==> config.mk <==
export PLATFORM = sky130hd
export DESIGN_NAME = long_divider
export DESIGN_NICKNAME = d
export VERILOG_FILES = /design/src/rtl/long_divider_pkg.sv /design/src/rtl/long_divider_stage.sv /design/src/rtl/long_divider.sv
export SDC_FILE = /design/constraint.sdc
export NUM_CORES = 1
export LEC_CHECK = 0
export CORE_ASPECT_RATIO = 1.5
export CORE_MARGIN = 4
export CORE_UTILIZATION = 30
export CTS_CLUSTER_SIZE = 40
export DETAILED_ROUTE_END_ITERATION = 10
export GPL_TIMING_DRIVEN = 0
export PLACE_DENSITY_LB_ADDON = 0.15
export SYNTH_ARGS = -nofsm -noshare
export SYNTH_HDL_FRONTEND = slang
export SYNTH_SLANG_ARGS = --single-unit
export TNS_END_PERCENT = 20
==> constraint.sdc <==
create_clock -name clk_i -period 11.1 [get_ports clk_i]
set_input_delay 2.775 -clock clk_i [delete_from_list [all_inputs] [get_ports clk_i]]
set_output_delay 2.775 -clock clk_i [all_outputs]
set_load 0.05 [all_outputs]
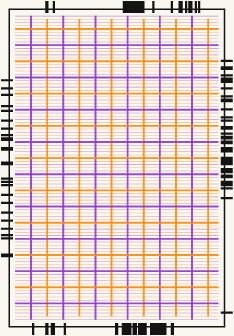
Figure 1: run 1, power grid.
Pins as bars on the die edge.
[orange] VDD
[purple] VSS
met1 rails: 95
met4 straps: 12
met5 straps: 18
Core Area: 43870 µm²
worst vdd ir: 0.0001145 V
die y size: 266.3 µm
Die W: 180.2 µm

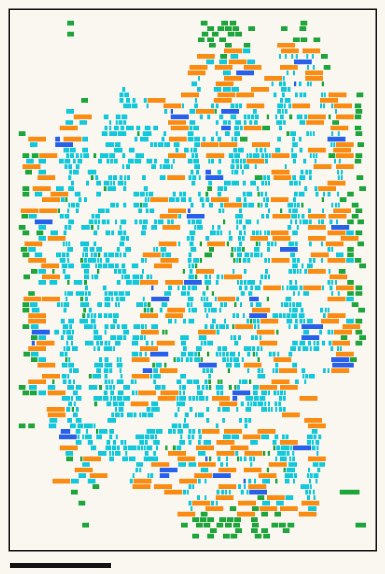
Figure 2: run 1, cell classes on the final placement.
Scale bar: 50 µm.
[green] other buffers and delay cells | cells: 230
[orange] flops | cells: 203
[blue] clock drivers and dummy loads | cells: 42
[cyan] combinational and other logic | cells: 1240
FP Rows: 94
post-layout instance area: 16250 µm²
sequential share of cell area: 0.3126

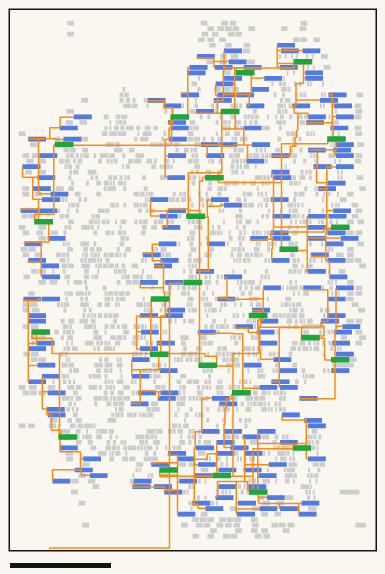
Figure 3: run 1, clock distribution.
Scale bar: 50 µm.
[orange] clock wires | length: 3350 µm
[blue] flip-flops | count: 203
[green] clock drivers | count: 25
routed clock nets: 26
flops lie: spread over the die
Worst Clk Skew: 0.01271 ns
Clk pwr share: 0.165
Clock Latency Late Sink: 0.55 ns

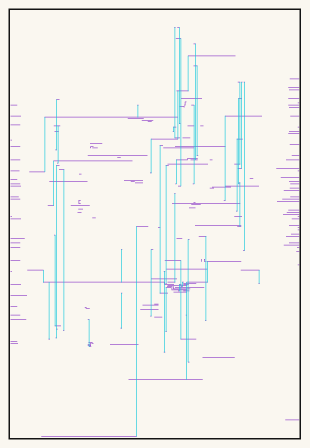
Figure 4: run 1, signal wires by layer.
Two of the layers only.
[cyan] metal 4 | wire length: 2100 µm
[purple] metal 3 | wire length: 1530 µm
Avg WL per Cell: 20.88 µm
GRT Overall Usage: 0.1942
WL final: 47830 µm

==> flow_metrics.tcl, run 1 <==
# implementation run metrics
set metrics [dict create \
    status "finished, final reports clean" \
    gp_congestion 0.8882 \
    swShare 0.4865 \
    buffer_area_frac 0.1109 \
    ys_cells 1537 \
    antenna_left 0 \
    diodes 0 \
    portBuffers 135 \
    met3_usage 0.01748 \
    nNetsFinal 1814 \
    mux_share 0.07391 \
    seq_power_share 0.282 \
    cts_resized 0 \
    syn2layout_area_growth_pct 21.82 \
    ios 136 \
    place_area_um2 15440 \
    dpl.hpwl_um 37910 \
    grt_first_pass_wirelength_um 73270 \
    p_per_area_nw_per_um2 305.2 \
    ys_area_um2 13340 \
    dominant-cell-class "logic gates" \
    power-top-group "combinational cells" \
    hold_class "reg -> reg" \
    drive_gt1_frac 0.08746 \
    fp_nets 1651 \
    cp.arrival_ns 6.71 \
    taps 576 \
    worstPathMaxFanout 10 \
    p_switching_mw 2.413 \
    yosysWarnings 0 \
    drv_slew 0 \
    cts_hold_buf 0 \
]
## Run 2: what changed since run 1
==> constraint.sdc (replaced) <==
create_clock -name clk_i -period 6.25 [get_ports clk_i]
set_input_delay 1.5625 -clock clk_i [delete_from_list [all_inputs] [get_ports clk_i]]
set_output_delay 1.5625 -clock clk_i [all_outputs]
set_load 0.05 [all_outputs]
==> run 2 against run 1 <==
Highest routed layer unchanged. Cell area grew 0.12%. Combinational power increased by 78%. Fmax is 7.9% higher. Clock skew up 0.0018 ns. Worst setup slack got worse by 4.4 ns. Sequential share of layout area hardly changed. Critical path depth is 3 higher. Power rose by 78%. Sequential power grew 78%. Largest power group unchanged. Register-to-register slack lost 4.4 ns. Largest cell class unchanged. Utilization about the same.
==> flow_metrics.tcl, run 2 <==
# implementation run metrics
set metrics [dict create \
    status "finished, final reports clean" \
    diodes 0 \
    place_area_um2 15440 \
    dpl.hpwl_um 37910 \
    ir_drop_v 0.0002029 \
    globalRouteMet1Util 0.2123 \
    mux_share 0.07391 \
    fp_nets 1651 \
    synthArstFlopShare 1.000 \
    fp.dieW_um 180.2 \
    die_y_um 266.3 \
    worstPathMaxFanout 10 \
    hold_violations 0 \
    seq_power_share 0.283 \
    cts_hold_buf 0 \
    antenna_left 0 \
    power-top-group "combinational cells" \
    p_per_area_nw_per_um2 542.2 \
    logic_gates 1204 \
    seq_share 0.3122 \
    drv_slew 0 \
    routed_wl_um 47880 \
    taps 576 \
    nNetsFinal 1814 \
    ys_area_um2 13340 \
    dominant-cell-class "logic gates" \
    clk_latency_ns 0.55 \
    clockPowerShare 0.165 \
    logic_family "AND-OR/OR-AND gates" \
    p_switching_mw 4.295 \
    cp.arrival_ns 6.25 \
    yosysWarnings 0 \
    met3_usage 0.01748 \
    core-area_um2 43870 \
    hold_class "reg -> reg" \
    clockBufferDepth 3 \
    syn2layout_area_growth_pct 21.97 \
    swShare 0.4869 \
    synthCells 1537 \
    grt_first_pass_wirelength_um 73270 \
    drive_gt1_frac 0.08863 \
    buffer_area_frac 0.1108 \
]
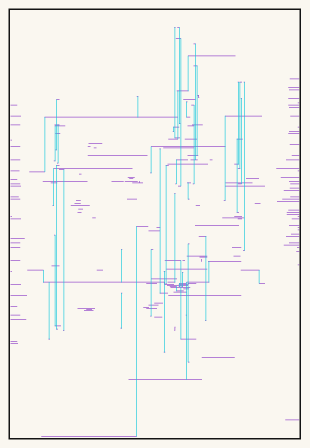
Figure 5: run 2, signal wires by layer.
Two of the layers only.
[cyan] metal 4 | wire length: 2060 µm
[purple] metal 3 | wire length: 1580 µm
Avg WL per Cell: 20.90 µm
vias: 11990

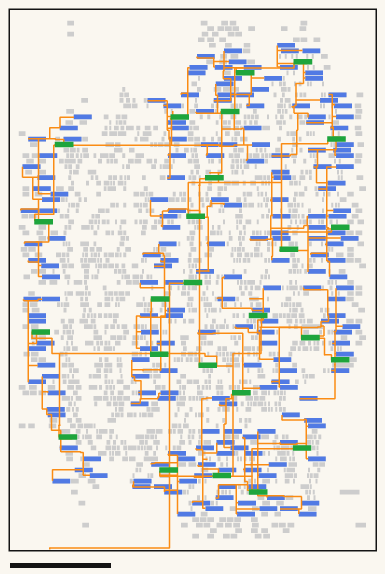
Figure 6: run 2, clock distribution.
Scale bar: 50 µm.
[green] clock drivers | count: 25
[orange] clock wires | length: 3360 µm
[blue] flip-flops | count: 203
flops lie: spread over the die
routed clock nets: 26
Worst Clk Skew: 0.01453 ns
clock-net power: 1.46 mW

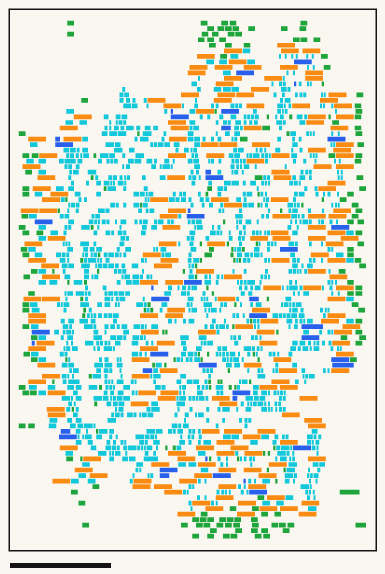
Figure 7: run 2, cell classes on the final placement.
Scale bar: 50 µm.
[cyan] combinational and other logic | cells: 1240
[orange] flops | cells: 203
[blue] clock drivers and dummy loads | cells: 42
[green] other buffers and delay cells | cells: 230
post-layout instance area: 16270 µm²
final core occ: 0.3709

Power figures rest on the tool's default switching activity, not on a simulated workload.
